**config.mk**
```make
export PLATFORM = sky130hd
export DESIGN_NAME = mem_lsu
export DESIGN_NICKNAME = d
export VERILOG_FILES = /design/src/rtl/mem_lsu_pkg.sv /design/src/rtl/mem_lsu_load_align.sv /design/src/rtl/mem_lsu.sv
export SDC_FILE = /design/constraint.sdc
export NUM_CORES = 1
export LEC_CHECK = 0
export ABC_AREA = 1
export CAP_MARGIN = 20
export CORE_MARGIN = 4
export CORE_UTILIZATION = 39
export DETAILED_ROUTE_END_ITERATION = 10
export MAX_ROUTING_LAYER = met4
export PLACE_DENSITY_LB_ADDON = 0.15
export SLEW_MARGIN = 20
export SYNTH_ARGS = -nofsm -noshare
export SYNTH_HDL_FRONTEND = slang
export SYNTH_SLANG_ARGS = --single-unit
export TNS_END_PERCENT = 30
```
**constraint.sdc**
```tcl
create_clock -name clk -period 1.5 [get_ports clk]
set_input_delay 0.3 -clock clk [delete_from_list [all_inputs] [get_ports clk]]
set_output_delay 0.3 -clock clk [all_outputs]
set_load 0.005 [all_outputs]
```
**src/rtl/mem_lsu_pkg.sv**
```systemverilog
// Shared definitions for the MEM-stage load/store unit: memory-op and FSM encodings,
// byte-lane select constants, widths, and lane/replication helpers.
package mem_lsu_pkg;

    localparam int DATA_W = 32;
    localparam int ADDR_W = 32;

    typedef enum logic [3:0] {
        OP_NONE = 4'd0,
        OP_LB   = 4'd1,
        OP_LBU  = 4'd2,
        OP_LH   = 4'd3,
        OP_LHU  = 4'd4,
        OP_LW   = 4'd5,
        OP_SB   = 4'd6,
        OP_SH   = 4'd7,
        OP_SW   = 4'd8
    } memop_e;

    typedef enum logic [1:0] {
        S_IDLE = 2'd0,
        S_WAIT = 2'd1,
        S_DONE = 2'd2
    } state_e;

    localparam logic [3:0] SEL_B0 = 4'b0001;
    localparam logic [3:0] SEL_B1 = 4'b0010;
    localparam logic [3:0] SEL_B2 = 4'b0100;
    localparam logic [3:0] SEL_B3 = 4'b1000;
    localparam logic [3:0] SEL_H0 = 4'b0011;
    localparam logic [3:0] SEL_H1 = 4'b1100;
    localparam logic [3:0] SEL_W  = 4'b1111;

    function automatic logic is_load(input logic [3:0] op);
        return (op == OP_LB) || (op == OP_LBU) || (op == OP_LH) ||
               (op == OP_LHU) || (op == OP_LW);
    endfunction

    function automatic logic is_store(input logic [3:0] op);
        return (op == OP_SB) || (op == OP_SH) || (op == OP_SW);
    endfunction

    // Half and word selects ignore the low offset bits, so an unchecked misaligned
    // access degrades to the surrounding aligned access.
    function automatic logic [3:0] lane_sel(input logic [3:0] op, input logic [1:0] off);
        logic [3:0] sel;
        sel = 4'b0000;
        case (op)
            OP_LB, OP_LBU, OP_SB: begin
                case (off)
                    2'd0:    sel = SEL_B0;
                    2'd1:    sel = SEL_B1;
                    2'd2:    sel = SEL_B2;
                    default: sel = SEL_B3;
                endcase
            end
            OP_LH, OP_LHU, OP_SH: sel = off[1] ? SEL_H1 : SEL_H0;
            OP_LW, OP_SW:         sel = SEL_W;
            default:              sel = 4'b0000;
        endcase
        return sel;
    endfunction

    function automatic logic [31:0] store_data(input logic [3:0] op, input logic [31:0] data);
        logic [31:0] res;
        case (op)
            OP_SB:   res = {4{data[7:0]}};
            OP_SH:   res = {2{data[15:0]}};
            default: res = data;
        endcase
        return res;
    endfunction

    function automatic logic misaligned(input logic [3:0] op, input logic [1:0] off);
        logic half_op;
        logic word_op;
        half_op = (op == OP_LH) || (op == OP_LHU) || (op == OP_SH);
        word_op = (op == OP_LW) || (op == OP_SW);
        return (half_op && off[0]) || (word_op && (off != 2'b00));
    endfunction

endpackage

```
**src/rtl/mem_lsu_load_align.sv**
```systemverilog
// Load-data aligner: picks the addressed byte/half/word out of the bus read data
// and sign- or zero-extends it to 32 bits.
module lsu_load_align
    import mem_lsu_pkg::*;
(
    input  logic [31:0] rdata,
    input  logic [1:0]  off,
    input  logic [3:0]  memop,
    output logic [31:0] result
);

    logic [7:0]  byte_lane;
    logic [15:0] half_lane;

    always_comb begin
        case (off)
            2'd0:    byte_lane = rdata[7:0];
            2'd1:    byte_lane = rdata[15:8];
            2'd2:    byte_lane = rdata[23:16];
            default: byte_lane = rdata[31:24];
        endcase
        half_lane = off[1] ? rdata[31:16] : rdata[15:0];
    end

    always_comb begin
        case (memop)
            OP_LB:   result = {{24{byte_lane[7]}}, byte_lane};
            OP_LBU:  result = {24'd0, byte_lane};
            OP_LH:   result = {{16{half_lane[15]}}, half_lane};
            OP_LHU:  result = {16'd0, half_lane};
            OP_LW:   result = rdata;
            default: result = 32'd0;
        endcase
    end

endmodule

```
**src/rtl/mem_lsu.sv**
```systemverilog
// MEM-stage load/store unit: passes non-memory ops through and runs a stalling req/ack
// bus transaction for loads/stores. Optional misalignment trap: LSU_ALIGN_CHECK_EN.
module mem_lsu
    import mem_lsu_pkg::*;
#(
    parameter int DW = DATA_W,
    parameter int AW = ADDR_W
) (
    input  logic          clk,
    input  logic          rst,
    input  logic [4:0]    mem_wd_i,
    input  logic          mem_wreg_i,
    input  logic [DW-1:0] mem_wdata_i,
    input  logic [3:0]    mem_memop_i,
    input  logic [AW-1:0] mem_addr_i,
    input  logic [DW-1:0] mem_sdata_i,
    input  logic          flush_i,
    output logic          dbus_req_o,
    output logic          dbus_we_o,
    output logic [AW-1:0] dbus_addr_o,
    output logic [3:0]    dbus_sel_o,
    output logic [DW-1:0] dbus_wdata_o,
    input  logic          dbus_ack_i,
    input  logic [DW-1:0] dbus_rdata_i,
    output logic [4:0]    wb_wd_o,
    output logic          wb_wreg_o,
    output logic [DW-1:0] wb_wdata_o,
    output logic          stall_req_o,
    output logic          align_exc_o
);

    state_e      state;
    state_e      state_nxt;
    logic [3:0]  op_q;
    logic [1:0]  off_q;
    logic        kill_q;
    logic [31:0] load_buf;
    logic [31:0] load_ext;
    logic        is_mem;
    logic        misalign;
    logic        issue;

    assign is_mem = is_load(mem_memop_i) || is_store(mem_memop_i);

`ifdef LSU_ALIGN_CHECK_EN
    assign misalign    = misaligned(mem_memop_i, mem_addr_i[1:0]);
    assign align_exc_o = (state == S_IDLE) && is_mem && misalign && !flush_i;
`else
    assign misalign    = 1'b0;
    assign align_exc_o = 1'b0;
`endif

    assign issue = (state == S_IDLE) && is_mem && !misalign && !flush_i;

    // Op and offset are latched at issue so a flush that clears EX/MEM mid-transaction
    // cannot change how the returning data is interpreted.
    lsu_load_align u_align (
        .rdata  (dbus_rdata_i),
        .off    (off_q),
        .memop  (op_q),
        .result (load_ext)
    );

    always_ff @(posedge clk) begin
        if (rst) begin
            state <= S_IDLE;
        end else begin
            state <= state_nxt;
        end
    end

    always_comb begin
        state_nxt = state;
        case (state)
            S_IDLE:  if (issue) state_nxt = S_WAIT;
            S_WAIT:  if (dbus_ack_i) state_nxt = S_DONE;
            S_DONE:  state_nxt = S_IDLE;
            default: state_nxt = S_IDLE;
        endcase
    end

    always_ff @(posedge clk) begin
        if (rst) begin
            dbus_req_o   <= 1'b0;
            dbus_we_o    <= 1'b0;
            dbus_addr_o  <= '0;
            dbus_sel_o   <= 4'b0000;
            dbus_wdata_o <= '0;
            op_q         <= OP_NONE;
            off_q        <= 2'b00;
            kill_q       <= 1'b0;
            load_buf     <= 32'd0;
        end else begin
            case (state)
                S_IDLE: begin
                    if (issue) begin
                        dbus_req_o   <= 1'b1;
                        dbus_we_o    <= is_store(mem_memop_i);
                        dbus_addr_o  <= {mem_addr_i[AW-1:2], 2'b00};
                        dbus_sel_o   <= lane_sel(mem_memop_i, mem_addr_i[1:0]);
                        dbus_wdata_o <= store_data(mem_memop_i, mem_sdata_i);
                        op_q         <= mem_memop_i;
                        off_q        <= mem_addr_i[1:0];
                        kill_q       <= 1'b0;
                    end
                end
                S_WAIT: begin
                    if (flush_i) kill_q <= 1'b1;
                    if (dbus_ack_i) begin
                        dbus_req_o <= 1'b0;
                        if (is_load(op_q)) load_buf <= load_ext;
                    end
                end
                S_DONE: kill_q <= 1'b0;
                default: ;
            endcase
        end
    end

    // Any stalled cycle presents a bubble to MEM/WB; a flushed transaction never writes back.
    always_comb begin
        wb_wd_o     = 5'd0;
        wb_wreg_o   = 1'b0;
        wb_wdata_o  = '0;
        stall_req_o = 1'b0;
        case (state)
            S_IDLE: begin
                if (issue) begin
                    stall_req_o = 1'b1;
                end else if (!flush_i && !is_mem) begin
                    wb_wd_o    = mem_wd_i;
                    wb_wreg_o  = mem_wreg_i;
                    wb_wdata_o = mem_wdata_i;
                end
            end
            S_WAIT: stall_req_o = 1'b1;
            S_DONE: begin
                wb_wd_o = mem_wd_i;
                if (is_load(op_q)) begin
                    wb_wreg_o  = mem_wreg_i && !kill_q;
                    wb_wdata_o = load_buf;
                end
            end
            default: ;
        endcase
    end

endmodule

```
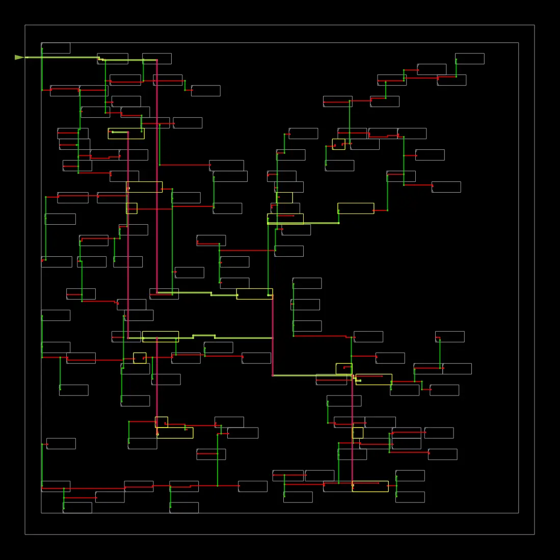
Fig. 1. Clock wiring as the flow saved it.
clk_buf instances: 9
clock network power: 2.34 mW
TritonCTS Buffers: 9

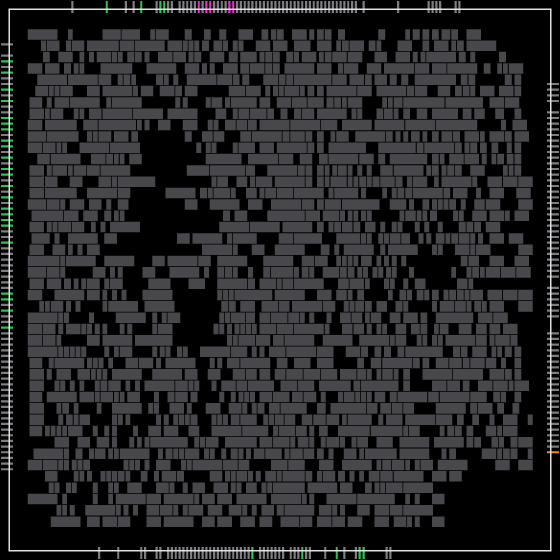
Fig. 2. Pin placement.
Pins as bars across the die edge, other pins in gray.
color	port	pins	direction	edge
orange	align_exc_o	1	output	east
magenta	wb_wd_o	5	output	north
green	mem_addr_i	32	input	23 west, 5 south, 4 north
all pins by edge	75 west, 65 north, 62 east, 50 south
Die W: 130 µm
number of port buffers: 248
Die Ht: 130 µm

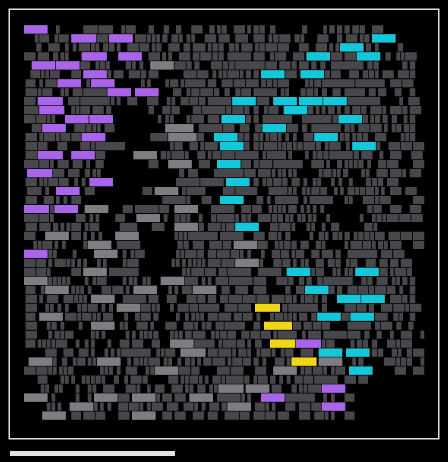
Fig. 3. Sequential cells grouped by signal name.
Scale bar: 50 µm. Other sequential cells in the stronger gray, the rest of the logic in the fainter gray.
color	signal	placed flops
cyan	load_buf	32
purple	dbus_addr_o	30
yellow	op_q	4
not colored	43
flop share of the area: 0.211
Final Util: 0.722
Storage cell area: 2210 µm²
Seq. pwr: 3.20 mW

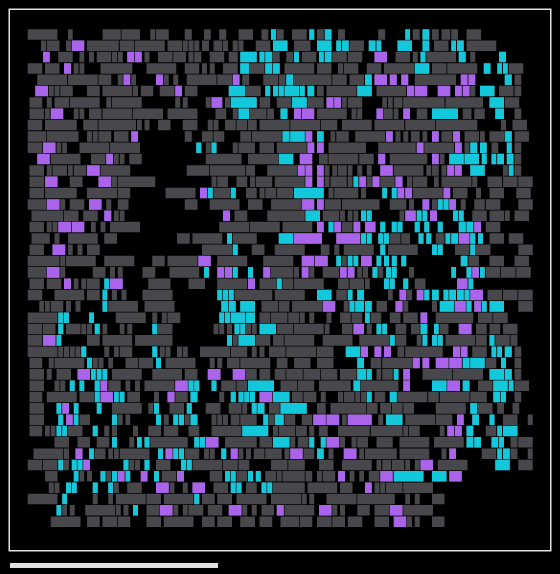
Fig. 4. Selected gate families.
Scale bar: 50 µm.
color	family	cells	where
purple	inverting AOI/OAI gates	163	all over the die
cyan	NAND gates	306	all over the die
combinational share of cell area: 0.353
Commonest Layout Cell: nand2_1
final cell count without fillers: 1455

==> flow_metrics.py <==
# Auto-generated metrics
metrics = {
    "power_and_ir_drop": {
        "cellLeakagePower_nw": 5.08,
        "switchingPower_mw": 2.56,
        "pg_comb_mw": 2.73,
        "p_clk_frac": 0.283,
        "p_int_mw": 5.71,
        "total_power_mw": 8.27,
        "seqPwrFrac": 0.387,
        "switching_share": 0.310,
    },
    "run_status": {
        "violations": "setup timing",
        "outcome": "finished, violations left",
    },
    "global_routing": {
        "grt-ovfl-total": 0,
        "grt_max_degree": 52,
        "grtUsageMet1": 0.292,
        "top_usage_layer": "met2",
        "grt_usage": 0.246,
        "grt_pass1_wl_um": 32000,
    },
    "setup_path": {
        "crit_family": "buffers and inverters",
        "path_depth": 7,
        "crit_path_cell_trace": "inv_4, nor2_4, buf_12, clkbuf_16, nand3_2, nand2_1, clkbuf_2",
        "worstPathRequired_ns": 1.20,
        "path_max_fanout": 8,
        "path_buffers": 4,
        "r2r_end": "load_buf[18]",
        "startpoint": "state[1]",
        "crit_type": "reg2out",
        "r2r_slack_ns": -0.29,
        "start_kind": "register",
        "setup.worst_path.end": "wb_wdata_o[24]",
    },
    "timing": {
        "finalCritPeriodShare": 1.25,
        "fin_ws_ns": -0.380,
        "skew_ns": 0.00945,
        "whs_ns": 0.227,
        "fin_setup_tns_ns": -20.85,
        "finalMaxSlewViolations": 0,
        "setup_viol": 127,
        "rsz0062_at_grt": "true",
    },
    "synth": {
        "async_flop_share": 0,
        "top_cell": "nor2_1",
        "flop_cell": "dfxtp_1",
        "synth.avg_cell_area_um2": 6.15,
        "ys_sh_mux": 0,
        "yosysTopAreaCell": "dfxtp_1",
        "ys_seq_elements": 109,
        "ys.warnings.count": 0,
        "ys_area_um2": 5770,
        "netlist.area_leader.share": 0.378,
        "yosys.area_share.simple": 0.382,
        "yosys_cells": 938,
        "edf_count": 0,
        "ys_sh_xor": 0,
    },
    "detailed_routing": {
        "vias": 7246,
        "totalWireLength_um": 23100,
        "drt-met1-wl_um": 9340,
        "wl_met3_um": 1890,
    },
    "final_layout": {
        "nets": 1408,
        "logic_gate_count": 706,
        "largest_class": "buffers",
        "flop-count": 109,
        "top_regs": "dbus_wdata_o: 32 flops, load_buf: 32 flops, dbus_addr_o: 30 flops",
        "inv_count": 66,
        "areaGrowthSynthToFinish_pct": 81.8,
        "drive_gt1_frac": 0.271,
        "clockNetworkAreaShare": 0.0276,
        "buffers": 374,
    },
    "hold_path": {
        "hp-class": "in2reg",
        "hold_start": "mem_memop_i[0]",
    },
    "clock_tree": {
        "cts_tree": "done",
        "ctsResizeCount": 306,
        "clock-root-buffer": "clkbuf_16",
        "ctsHoldBuffers": 0,
    },
    "run": {
        "warning_count": 29,
        "cap_violations": 0,
    },
    "placed_design": {
        "gp_congestion": 0.941,
    },
    "floorplanning": {
        "fp-row-count": 44,
        "die_area_um2": 16800,
        "taps": 184,
    },
}
Power and IR drop assume default switching activity.
